Figure 1. Sequential cells colored by netlist name.
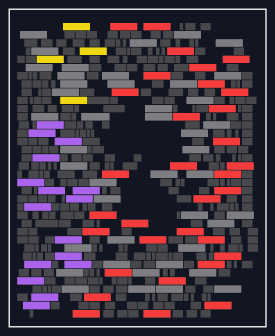
Figure 2. Gate families picked out.
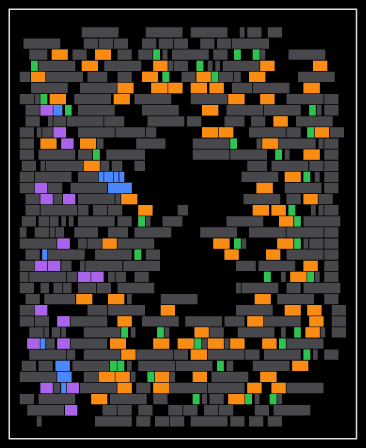
Figure 3. Layout detail.
Region (0, 54) to (50, 104) um. Cells in gray, sequential cells in the stronger gray; small squares are vias.
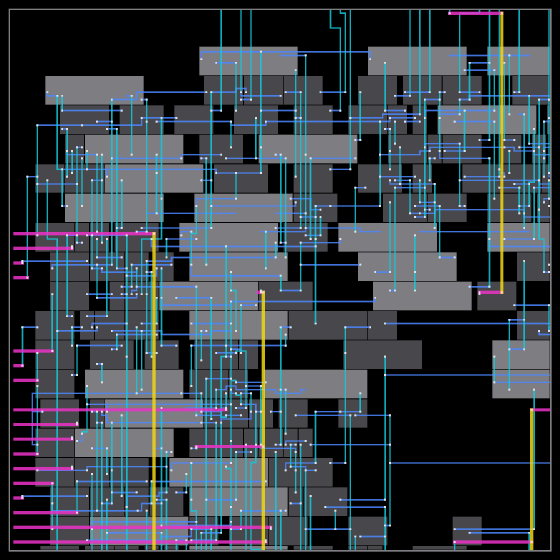
Figure 4. PDN straps and rails.
Pins as bars on the die edge.
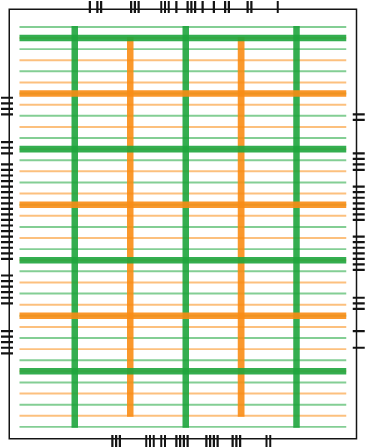
Figure 5. Clock nets.
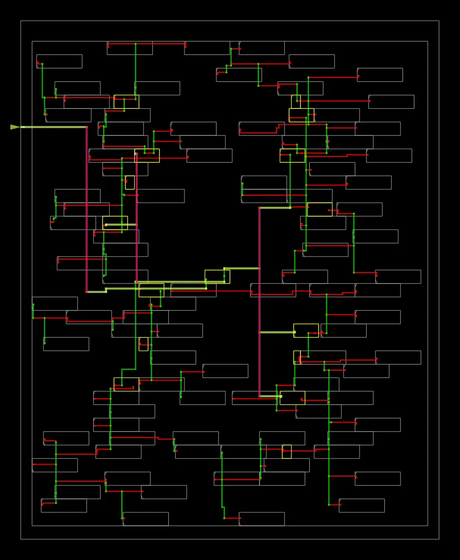
Design fetch_unit_flat, sky130hd; sources not shown.
==> GITHUB_STEP_SUMMARY <==
### Metrics collected by this job

| Metric | Value |
|---|---|
| Outcome | finished clean |
| Count of tool warnings | 26 |
| Pin count of the biggest net entering global routing | 58 |
| Most repeated cell in the gate-level netlist after synthesis | sky130_fd_sc_hd__dfrtp_1 |
| Total die area | 0.00887 mm^2 |
| Final count of pins violating max slew | 0 |
| Antenna violations before repair | 0 |
| TritonRoute pass-1 iters | 4 |
| Postcts setup bufs | 0 |
| Power, Total | 4.21 mW |
| Leading area contributor after synthesis | sky130_fd_sc_hd__dfrtp_1 |
| Effective utilization at floorplan | 51.8% |
| Tot GR Track Use | 19.3% |
| Clock tree from TritonCTS | yes |
| Hold violation total from the final report | 0 |
| Critical path arrival | 1.50 ns |
| Nets at Floorplan | 363 |
| Kind of critical path | in2out |
| Detailed-route wire length | 8170 um |
| Number of max-cap violations | 0 |
| Yosys cell count | 321 |
| Wire length per cell | 15.6 um |
| Worst hold path class | in2async |
| Via count of the first global-routing pass | 2883 |
| Synth async-reset ratio | 100% |
| Final routed DRC violation total | 0 |
| Most instantiated cells after synthesis | sky130_fd_sc_hd__dfrtp_1, sky130_fd_sc_hd__nand2_1, sky130_fd_sc_hd__mux2_2 |
| Clock input transition at the sequential cells of the worst setup and hold paths | 0.08 ns |
| Cts bufs inserted | 9 |
| Number of cell rows | 36 |
| Critical path fanouts, max | 2 |
| Post-Layout Inst Area | 0.00533 mm^2 |
| Layout-stage area growth over the synthesis result | 31.2% |
| Root Buffer Master | sky130_fd_sc_hd__clkbuf_8 |
| Distinct cell type count after synthesis | 31 |
| Worst-case clock buffer depth | 2 |
| Share of the cycle needed by the critical path after routing | 96.7% |
| Via count | 2736 |
| Cell count after synthesis | 321 |
| Wire length of the first global-routing pass | 13600 um |
| Fillcell total | 587 |
| Endpoint class of the critical path | output port |
| Post-route antenna net violation count | 0 |
| Overflow left after global routing | 0 |
| Worst R2R Path Depth | 4 |
| Number of setup violations in the final report | 0 |
| Kind of start point of the critical path | input pin |
| Total power divided by cell area | 789 mW/mm^2 |
| Crit path required time | 1.57 ns |
| Area occupied by multi-input gates | 0.00154 mm^2 |
| Number of design-rule violations left by the first detailed-router iteration | 70 |
| Yosys warning count | 0 |
| Highest achievable clock rate | 0.449 GHz |
| Slew at the pin closest to its max-slew limit | 0.707 ns |
| Fraction of final layout cells sized beyond drive strength 1 | 17.3% |
| Post-detailed-placement cell area | 0.00516 mm^2 |
| Area fraction of the dominant cell type after synthesis | 58.5% |
| Count of library flops with an enable pin | 0 |
| Biggest area contributors in the synthesized netlist | sky130_fd_sc_hd__dfrtp_1, sky130_fd_sc_hd__mux2_2, sky130_fd_sc_hd__mux2i_1, sky130_fd_sc_hd__o21ai_0, sky130_fd_sc_hd__nand2_1 |
| Area figure in the yosys stat output | 0.00406 mm^2 |
| Avg Inst Size Synth | 12.7 um^2 |
| HPWL reported at the end of detailed placement | 5740 um |
| Tmin final | 2.22 ns |
| Final antenna diode count | 0 |
| Tally of buffers added on design ports | 101 |
| Setup repair after global routing missed its margin | no |
| Netlist Area Pre-Place | 0.00406 mm^2 |
| Via-to-Cell Ratio | 5.24 |
| Top-level port count | 102 |
| Flop and latch count out of synthesis | 95 |
| Number of nets at the end of the flow | 464 |
| Prevailing post-synth register cell | sky130_fd_sc_hd__dfrtp_1 |
| Placer Congestion | 0.734 |
| Slew headroom | 52.8% |
| Leak Pwr | 2.28 nW |
| FF-to-FF setup slack | 0.72 ns |
| Depth of the CTS H-tree | 3 |
Back to the opening pictures, Figure 1:
- u_core.bus.if_id_instr: red (sequential cells 32)
- u_core.bus.fetch_count: purple (sequential cells 16)
- u_core.bus.if_id_pc: yellow (sequential cells 4; where upper left)
- not colored: 43
Seq group: 2.16 mW
sequential cell area in the final layout: 0.00238 mm^2

Back to the opening pictures, Figure 2:
- NOR gates: blue (cells 11; most used nor2_1)
- inverting AOI/OAI gates: green (cells 36; most used o21ai_0)
- multiplexers: orange (cells 76; most used mux2_2; where widely spread)
- XOR/XNOR gates: purple (cells 18; most used xnor2_1)
dominant logic cell type in the layout: sky130_fd_sc_hd__clkdlybuf4s50_1
multi-input gate share of total cell area: 28.9%
post-route insts no fill: 522

Back to the opening pictures, Figure 3:
- met1: blue
- met2: cyan
- met3: magenta
- met4: yellow
- cells with their middle in the window: 120
- most frequent: clkdlybuf4s50_1 (29), dfrtp_1 (26), mux2_2 (9)
- sequential cells in the window: 27

Back to the opening pictures, Figure 4:
- VDD: orange
- VSS: green
- met5 straps: 7
- met1 rails: 37
- rows: 36
Core ar.: 0.00784 mm^2
Max IR drop VDD: 0.559 mV
Die X-Extent: 84.6 um
Die Height: 105 um

Back to the opening pictures, Figure 5:
flop count: 95
Sinks on Clock Net: 95
clock latency on the worst-skew pair: 0.34 ns
Layout clock buffers: 12

cell families (layout without fill, tap and decap cells):
group / count (synthesis) / in the layout / share of synthesized area (%)
buf+inv: 24 / 130 / 3.60
compound gates: 36 / 36 / 4.43
fa+ha+maj: 2 / 2 / 0.616
flops: 95 / 95 / 58.5
xor+xnor: 18 / 18 / 3.88
simple gates: 70 / 70 / 8.93
mux: 76 / 76 / 20.0
final cells by class:
type	count	area share (%)
Clock buffer	12	2.91
Clock inverter	4	0.376
Inverter	2	0.141
Multi-Input combinational cell	202	28.9
Sequential cell	95	44.6
Tap cell	95	2.23
Timing Repair Buffer	112	20.8
critical path: stages:
cell and delay [ns]:
sky130_fd_sc_hd__clkdlybuf4s50_1 0.42, sky130_fd_sc_hd__nand2b_1 0.18, sky130_fd_sc_hd__and2_1 0.17, sky130_fd_sc_hd__buf_2 0.15
cell usage in the layout, fill, tap and decap left out, drive strengths merged:
cell / n
xor2: 6
clkbuf: 12
and2: 3
ha: 2
mux2i: 34
buf: 13
nor2: 7
and3: 3
a21oi: 1
inv: 2
dfrtp: 95
nor3: 3
clkdlybuf4s50: 99
mux2: 42
xnor2: 12
nor2b: 1
and4bb: 1
or2: 1
nand2b: 2
nand4: 5
nand2: 42
o21ai: 35
clkinv: 4
nand4b: 1
nand3: 1
per-stage QoR:
| stage | std cells | setup slack, ns | hold slack, ns | utilization (%) | TNS (ns) |
|---|---|---|---|---|---|
| after floorplan | 321 | 0.502 | 0.129 | - | 0 |
| after global routing | 522 | 0.0397 | 0.168 | 68.0 | 0 |
| after CTS | 522 | 0.0771 | 0.154 | 68.0 | 0 |
| final | 522 | 0.0751 | 0.146 | 68.0 | 0 |
| after detailed placement | 506 | -0.359 | 0.314 | 65.8 | -3.74 |
| after global placement | 506 | -0.306 | 0.311 | 65.8 | -0.835 |
where the power goes:
| group | internal, mW | total, mW | switching [mW] |
|---|---|---|---|
| Combinational | 0.568 | 1.06 | 0.488 |
| Sequential | 1.97 | 2.16 | 0.192 |
| Clock | 0.446 | 0.989 | 0.543 |
| Total | 2.98 | 4.21 | 1.22 |
per-layer routing:
metal  GRT usage, %  part of all wire (%)  vias up
met5              0                     0        -
met4           5.78                   1.5        0
met3           6.24                   6.2       11
met2           33.4                    51       73
met1           22.7                    41     1364
li1               -                     -     1288
what timing repair did:
item	in CTS	in global routing
hold buffers	0	0
setup endpoints to repair	1	0
gates resized	4	0
hold endpoints to repair	0	0
No activity file was given, so power comes from the tool's default toggle rates.
